run_1/cell_classes.png
Scale bar: 20 um.
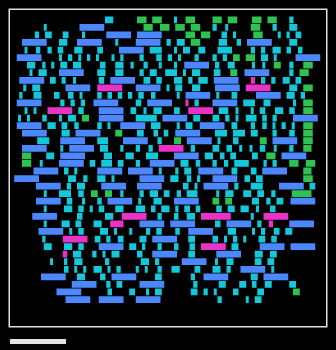
run_1/final_congestion.png
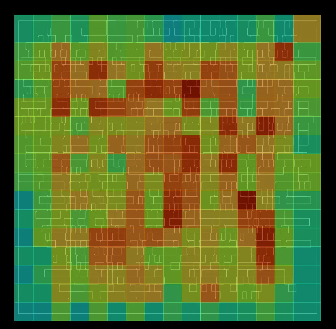
run_1/registers.png
Scale bar: 20 um. Other sequential cells in the stronger grey, the rest of the logic in the fainter grey.
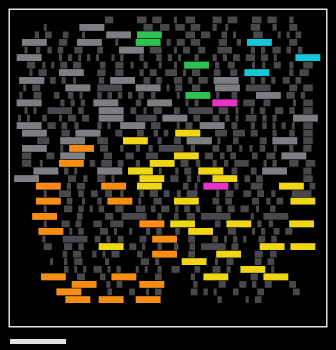
## config.mk

```make
export PLATFORM = sky130hd
export DESIGN_NAME = relogio_ajuste
export DESIGN_NICKNAME = d
export VERILOG_FILES = /design/src/rtl/relogio_pkg.sv /design/src/rtl/botao_debounce.sv /design/src/rtl/relogio_ajuste.sv
export SDC_FILE = /design/constraint.sdc
export NUM_CORES = 1
export LEC_CHECK = 0
export CELL_PAD_IN_SITES_DETAIL_PLACEMENT = 2
export CELL_PAD_IN_SITES_GLOBAL_PLACEMENT = 2
export CORE_UTILIZATION = 37
export DETAILED_ROUTE_END_ITERATION = 10
export MAX_ROUTING_LAYER = met4
export PLACE_DENSITY = 0.91
export SETUP_SLACK_MARGIN = 0.05
export SLEW_MARGIN = 40
export SYNTH_ARGS = -nofsm -noshare
export SYNTH_HDL_FRONTEND = slang
export SYNTH_SLANG_ARGS = --single-unit
export TNS_END_PERCENT = 30
```

## constraint.sdc

```tcl
create_clock -name clock -period 2.65 [get_ports clock]
set_clock_uncertainty 0.15 [all_clocks]
set_input_delay 0.6625 -clock clock [delete_from_list [all_inputs] [get_ports clock]]
set_output_delay 0.6625 -clock clock [all_outputs]
set_load 0.02 [all_outputs]
```

## src/rtl/relogio_pkg.sv

```systemverilog
// Shared types and BCD limits for the clock time-set controller.
package relogio_pkg;

   typedef enum logic [1:0] {RUN, SET_H, SET_M, COMMIT} ajuste_state_t;

   localparam logic [1:0] HOUR_MAX_MSD = 2'd2;
   localparam logic [3:0] HOUR_MAX_LSD = 4'd3;
   localparam logic [2:0] MIN_MAX_MSD  = 3'd5;
   localparam logic [3:0] BCD_MAX      = 4'd9;

   // True when the BCD pair is a legal hour 00..23
   function automatic logic hora_valida(input logic [1:0] msd, input logic [3:0] lsd);
      return ((msd < HOUR_MAX_MSD) && (lsd <= BCD_MAX)) ||
             ((msd == HOUR_MAX_MSD) && (lsd <= HOUR_MAX_LSD));
   endfunction

   // True when the BCD pair is a legal minute 00..59
   function automatic logic minuto_valido(input logic [2:0] msd, input logic [3:0] lsd);
      return (msd <= MIN_MAX_MSD) && (lsd <= BCD_MAX);
   endfunction

endpackage

```

## src/rtl/botao_debounce.sv

```systemverilog
// Push-button conditioner: 2-FF synchronizer, stability debounce and a
// single-cycle pulse on each accepted press.
module botao_debounce #(
   parameter int unsigned DEBOUNCE_CYCLES = 500_000
) (
   input  logic clock,
   input  logic reset,
   input  logic btn,
   output logic pulse
);

   localparam int unsigned CntW = $clog2(DEBOUNCE_CYCLES + 1);

   logic            sync1_q, sync2_q;
   logic            stable_q, stable_d;
   logic            stable_dly_q;
   logic            pulse_q;
   logic [CntW-1:0] cnt_q, cnt_d;

   // Count consecutive samples that disagree with the accepted level
   always_comb begin
      cnt_d    = '0;
      stable_d = stable_q;
      if (sync2_q != stable_q) begin
         if (cnt_q == CntW'(DEBOUNCE_CYCLES - 1)) begin
            stable_d = sync2_q;
         end else begin
            cnt_d = cnt_q + CntW'(1);
         end
      end
   end

   // Synchronizer, debounce state and rising-edge pulse registers
   always_ff @(posedge clock or negedge reset) begin
      if (!reset) begin
         sync1_q      <= 1'b0;
         sync2_q      <= 1'b0;
         stable_q     <= 1'b0;
         stable_dly_q <= 1'b0;
         cnt_q        <= '0;
         pulse_q      <= 1'b0;
      end else begin
         sync1_q      <= btn;
         sync2_q      <= sync1_q;
         stable_q     <= stable_d;
         stable_dly_q <= stable_q;
         cnt_q        <= cnt_d;
         pulse_q      <= stable_q & ~stable_dly_q;
      end
   end

   assign pulse = pulse_q;

endmodule

```

## src/rtl/relogio_ajuste.sv

```systemverilog
// Time-set controller: gates the 1 Hz tick, edits hours/minutes in BCD,
// issues a one-cycle parallel load and blinks the field under edit.
module relogio_ajuste
   import relogio_pkg::*;
#(
   parameter int unsigned DEBOUNCE_CYCLES = 50_000_000 / 100,
   parameter int unsigned BLINK_CYCLES    = 50_000_000 / 4
) (
   input  logic       clock,
   input  logic       reset,
   input  logic       btn_mode,
   input  logic       btn_inc,
   input  logic       tick_in,
   input  logic [1:0] cur_h_msd,
   input  logic [3:0] cur_h_lsd,
   input  logic [2:0] cur_m_msd,
   input  logic [3:0] cur_m_lsd,
   output logic       tick_out,
   output logic       load,
   output logic [1:0] load_h_msd,
   output logic [3:0] load_h_lsd,
   output logic [2:0] load_m_msd,
   output logic [3:0] load_m_lsd,
   output logic       blank_h,
   output logic       blank_m
);

   localparam int unsigned BlinkW = $clog2(BLINK_CYCLES + 1);

   ajuste_state_t     state_q, state_d;
   logic [1:0]        h_msd_q, h_msd_d;
   logic [3:0]        h_lsd_q, h_lsd_d;
   logic [2:0]        m_msd_q, m_msd_d;
   logic [3:0]        m_lsd_q, m_lsd_d;
   logic [BlinkW-1:0] blink_cnt_q, blink_cnt_d;
   logic              blink_q, blink_d;
   logic              mode_p, inc_p;
   logic              editing;

   botao_debounce #(.DEBOUNCE_CYCLES(DEBOUNCE_CYCLES)) u_deb_mode (
      .clock (clock),
      .reset (reset),
      .btn   (btn_mode),
      .pulse (mode_p)
   );

   botao_debounce #(.DEBOUNCE_CYCLES(DEBOUNCE_CYCLES)) u_deb_inc (
      .clock (clock),
      .reset (reset),
      .btn   (btn_inc),
      .pulse (inc_p)
   );

   // State and edit/blink registers
   always_ff @(posedge clock or negedge reset) begin
      if (!reset) begin
         state_q     <= RUN;
         h_msd_q     <= '0;
         h_lsd_q     <= '0;
         m_msd_q     <= '0;
         m_lsd_q     <= '0;
         blink_cnt_q <= '0;
         blink_q     <= 1'b0;
      end else begin
         state_q     <= state_d;
         h_msd_q     <= h_msd_d;
         h_lsd_q     <= h_lsd_d;
         m_msd_q     <= m_msd_d;
         m_lsd_q     <= m_lsd_d;
         blink_cnt_q <= blink_cnt_d;
         blink_q     <= blink_d;
      end
   end

   // Next state: mode steps through the edit fields, COMMIT lasts one cycle
   always_comb begin
      state_d = state_q;
      unique case (state_q)
         RUN:     if (mode_p) state_d = SET_H;
         SET_H:   if (mode_p) state_d = SET_M;
         SET_M:   if (mode_p) state_d = COMMIT;
         COMMIT:  state_d = RUN;
         default: state_d = RUN;
      endcase
   end

   // Edit registers: capture on entry, BCD increment; mode press beats inc press
   always_comb begin
      h_msd_d = h_msd_q;
      h_lsd_d = h_lsd_q;
      m_msd_d = m_msd_q;
      m_lsd_d = m_lsd_q;
      if (state_q == RUN && mode_p) begin
         // Out-of-range running values are replaced so the edit regs stay legal
         if (hora_valida(cur_h_msd, cur_h_lsd)) begin
            h_msd_d = cur_h_msd;
            h_lsd_d = cur_h_lsd;
         end else begin
            h_msd_d = '0;
            h_lsd_d = '0;
         end
         if (minuto_valido(cur_m_msd, cur_m_lsd)) begin
            m_msd_d = cur_m_msd;
            m_lsd_d = cur_m_lsd;
         end else begin
            m_msd_d = '0;
            m_lsd_d = '0;
         end
      end else if (state_q == SET_H && !mode_p && inc_p) begin
         if (h_msd_q == HOUR_MAX_MSD && h_lsd_q == HOUR_MAX_LSD) begin
            h_msd_d = '0;
            h_lsd_d = '0;
         end else if (h_lsd_q == BCD_MAX) begin
            h_lsd_d = '0;
            h_msd_d = h_msd_q + 2'd1;
         end else begin
            h_lsd_d = h_lsd_q + 4'd1;
         end
      end else if (state_q == SET_M && !mode_p && inc_p) begin
         if (m_lsd_q == BCD_MAX) begin
            m_lsd_d = '0;
            m_msd_d = (m_msd_q == MIN_MAX_MSD) ? 3'd0 : m_msd_q + 3'd1;
         end else begin
            m_lsd_d = m_lsd_q + 4'd1;
         end
      end
   end

   assign editing = (state_q == SET_H) || (state_q == SET_M);

   // Blink phase: restarts visible on entry to an edit field, free-runs while editing
   always_comb begin
      blink_cnt_d = '0;
      blink_d     = 1'b0;
      if (state_d != state_q && (state_d == SET_H || state_d == SET_M)) begin
         blink_cnt_d = '0;
         blink_d     = 1'b0;
      end else if (editing) begin
         if (blink_cnt_q == BlinkW'(BLINK_CYCLES - 1)) begin
            blink_cnt_d = '0;
            blink_d     = ~blink_q;
         end else begin
            blink_cnt_d = blink_cnt_q + BlinkW'(1);
            blink_d     = blink_q;
         end
      end
   end

   // Outputs decoded from the registered state
   always_comb begin
      tick_out = (state_q == RUN) ? tick_in : 1'b0;
      load     = (state_q == COMMIT);
      blank_h  = (state_q == SET_H) && blink_q;
      blank_m  = (state_q == SET_M) && blink_q;
   end

   assign load_h_msd = h_msd_q;
   assign load_h_lsd = h_lsd_q;
   assign load_m_msd = m_msd_q;
   assign load_m_lsd = m_lsd_q;

endmodule
```

==> results.sh, run 1 <==
# physical design summary
export IMPL_cpMaxStageDelayCell="or4_4"
export IMPL_top_cell="dfrtp_1"
export IMPL_warning_count=31
export IMPL_ys_sh_simple_pct=25.0
export IMPL_yosysWarningCount=0
export IMPL_layout_top_cells="88 x dfrtp_1, 43 x nor2_1, 30 x clkdlybuf4s50_1"
export IMPL_cpLargestDelayFamily="simple AND/OR/NAND/NOR gates"
export IMPL_r2r_end="blink_cnt_q[22]$_DFF_PN0_"
export IMPL_syn_avg_cell_area_sq_um=9.55
export IMPL_setup_tns_ns=0
export IMPL_crit_buf_inv=0
export IMPL_power_mw=2.73
export IMPL_grt_pass1_wl_mm=22.5
export IMPL_hold_buffers=0
export IMPL_combPwrFrac_pct=3.6
export IMPL_relSlewSlack_pct=54.8
export IMPL_die_y_um=114
export IMPL_hold_class="input port to asynchronous set/reset pin"
export IMPL_outcome="finished, final reports clean"
export IMPL_holdWs_ns=0.114
export IMPL_hold_violations=0
export IMPL_num_multi_input_gates=354
export IMPL_rr_worst_depth=5
export IMPL_largest_reg_flops=24
export IMPL_p_int_mw=2.14
export IMPL_critPathRequiredTime_ns=2.74
export IMPL_postRouteWirelength_mm=13.2
export IMPL_xor_area_share_pct=7.21
export IMPL_ys_ff=88
export IMPL_ys_async_sr_fraction_pct=100
export IMPL_nNonClkBuffers=46
export IMPL_buf_share_pct=7.99
export IMPL_wl_met1_mm=5.54
export IMPL_ff2ff_setup_slack_ns=0.11
export IMPL_regMostFlops="blink_cnt_q"
export IMPL_drive_gt1_share_pct=7.59
export IMPL_top_cells_by_area="dfrtp_1 48%, xnor2_1 4.2%, nor2_1 3.5%"
export IMPL_initial_utilization_pct=38.3
export IMPL_pg_comb_uw=98.6
export IMPL_wl_met2_mm=7.11
export IMPL_clk_pin_slew_ns=0.06
export IMPL_place_gp_congestion=0.821
export IMPL_pwr_share_seq_pct=49.9
## Picture notes: cell_classes.png
| colour | class | cells |
|---|---|---|
| green | other buffers and delay cells | 46 |
| blue | flops | 88 |
| cyan | all other logic | 378 |
| magenta | clock drivers and dummy loads | 15 |
sequential share of cell area: 40.2%
cell area after layout: 5480 sq um
num rows: 40
Final Util: 45.4%

## Picture notes: final_congestion.png
met2 GRT Util: 41.5%
WL per Instance: 19.0 um
GR Util met1: 24.9%
GRT Total Usage: 22.9%
met3 GRT Util: 5.31%

## Picture notes: registers.png
| colour | netlist name | flops |
|---|---|---|
| cyan | load_m_msd | 3 |
| yellow | blink_cnt_q | 24 |
| orange | u_deb_mode.cnt_q | 19 |
| green | load_h_lsd | 4 |
| magenta | state_q | 2 |
not coloured: 36

run_1/gate_families.png
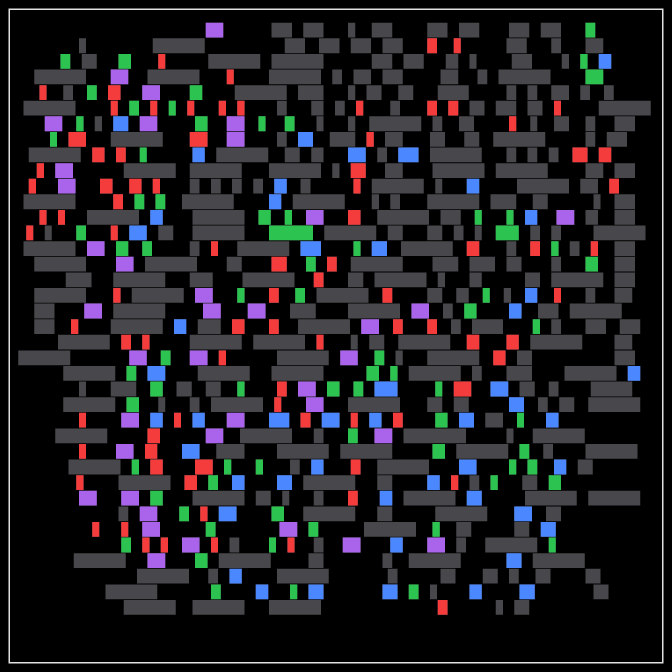

==> inputs of run 2 (changes only) <==
--- a/config.mk
+++ b/config.mk
@@ -11,6 +11,7 @@
 export DETAILED_ROUTE_END_ITERATION = 10
 export MAX_ROUTING_LAYER = met4
 export PLACE_DENSITY = 0.91
+export REMOVE_ABC_BUFFERS = 1
 export SETUP_SLACK_MARGIN = 0.05
 export SLEW_MARGIN = 40
 export SYNTH_ARGS = -nofsm -noshare
run_2/gate_families.png
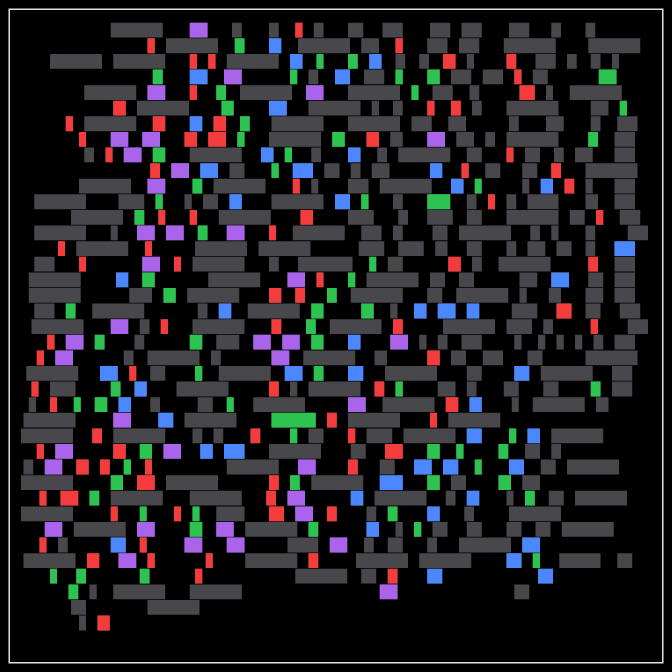
| colour | family | cells | most used |
|---|---|---|---|
| purple | XOR/XNOR gates | 38 | xnor2_1 |
| blue | AND and OR gates | 49 | or3_1 |
| red | NOR gates | 86 | nor2_1 |
| green | NAND gates | 72 | nand2_1 |

==> run 2 against run 1 <==
Clock power shrank 3%. Fmax fell by 0.14%. Sequential share of layout area increased by 0.11 points. Via count fell by 0.35%. Final cell count unchanged. Sequential power barely moved. Largest cell class unchanged.
==> results.sh, run 2 <==
# physical design summary
export IMPL_rr_worst_depth=5
export IMPL_nNonClkBuffers=45
export IMPL_pwr_share_seq_pct=50.6
export IMPL_place_gp_congestion=0.827
export IMPL_top_cells_by_area="dfrtp_1 48%, xnor2_1 4.2%, nor2_1 3.5%"
export IMPL_outcome="finished, final reports clean"
export IMPL_critPathRequiredTime_ns=1.84
export IMPL_wl_met1_mm=5.66
export IMPL_yosysWarningCount=0
export IMPL_cpLargestDelayFamily="buffers and inverters"
export IMPL_grtUsageMet3_pct=5.58
export IMPL_placed_cell_area_sq_um=5180
export IMPL_hold_buffers=0
export IMPL_design_seq_count=88
export IMPL_setup_tns_ns=0
export IMPL_wl_met2_mm=7.20
export IMPL_ys_ff=88
export IMPL_p_int_mw=2.06
export IMPL_cts_sinks=88
export IMPL_layout_top_cells="87 x dfrtp_1, 43 x nor2_1, 30 x clkdlybuf4s50_1"
export IMPL_min_period_ns=2.54
export IMPL_sh_comb_area_pct=41.2
export IMPL_top_cell="dfrtp_1"
export IMPL_met2_usage_pct=41.0
export IMPL_xor_area_share_pct=7.21
export IMPL_ys_async_sr_fraction_pct=100
export IMPL_num_multi_input_gates=354
export IMPL_antenna_cells=0
export IMPL_rsz0062_at_grt="yes"
export IMPL_grt_overflow_total=0
export IMPL_regMostFlops="blink_cnt_q"
export IMPL_crit_buf_inv=2
export IMPL_ys_sh_simple_pct=25.0
export IMPL_power_mw=2.69
export IMPL_grt_pass1_wl_mm=22.7
export IMPL_p_sw_uw=639
export IMPL_timing_rr_start="blink_cnt_q[0]$_DFF_PN0_"
export IMPL_hold_violations=0
export IMPL_relSlewSlack_pct=52.8
export IMPL_postRouteWirelength_mm=13.5
export IMPL_warning_count=32
export IMPL_hold_class="input port to asynchronous set/reset pin"
export IMPL_met3_length_um=381
export IMPL_cpMaxStageDelayCell="dfrtp_2"
export IMPL_cpPeakStageDelay_ns=0.46
export IMPL_syn_avg_cell_area_sq_um=9.55
export IMPL_utilization_pct=45.3
export IMPL_clk_pin_slew_ns=0.07
export IMPL_area_growth_pct=18.5
export IMPL_fin_ws_ns=0.105
export IMPL_ff2ff_setup_slack_ns=0.24
export IMPL_pg_comb_uw=98.6
export IMPL_grtUsageTotal_pct=23.3
export IMPL_largest_reg_flops=24
export IMPL_core_rowCount=40
export IMPL_seq_share_pct=40.3
export IMPL_register_area_sq_um=2200
export IMPL_ys_cells=483
export IMPL_combPwrFrac_pct=3.7
export IMPL_critPathMaxFanout=7
export IMPL_worst_slew_pin_transition_ns=0.709
export IMPL_buf_share_pct=7.89
export IMPL_layout_top_cell="dfrtp_1"
export IMPL_initial_utilization_pct=38.3
export IMPL_holdWs_ns=0.115
export IMPL_gr_usage_met1_pct=25.9
export IMPL_aoi_share_pct=13.4
export IMPL_detail_route_wl_per_cell_um=19.4
export IMPL_dp_cells=679
export IMPL_fin_area_sq_um=5470
export IMPL_r2r_end="blink_cnt_q[22]$_DFF_PN0_"
export IMPL_pg_clk_mw=1.23
export IMPL_die_y_um=114
Power is estimated from default activity; no workload was simulated.
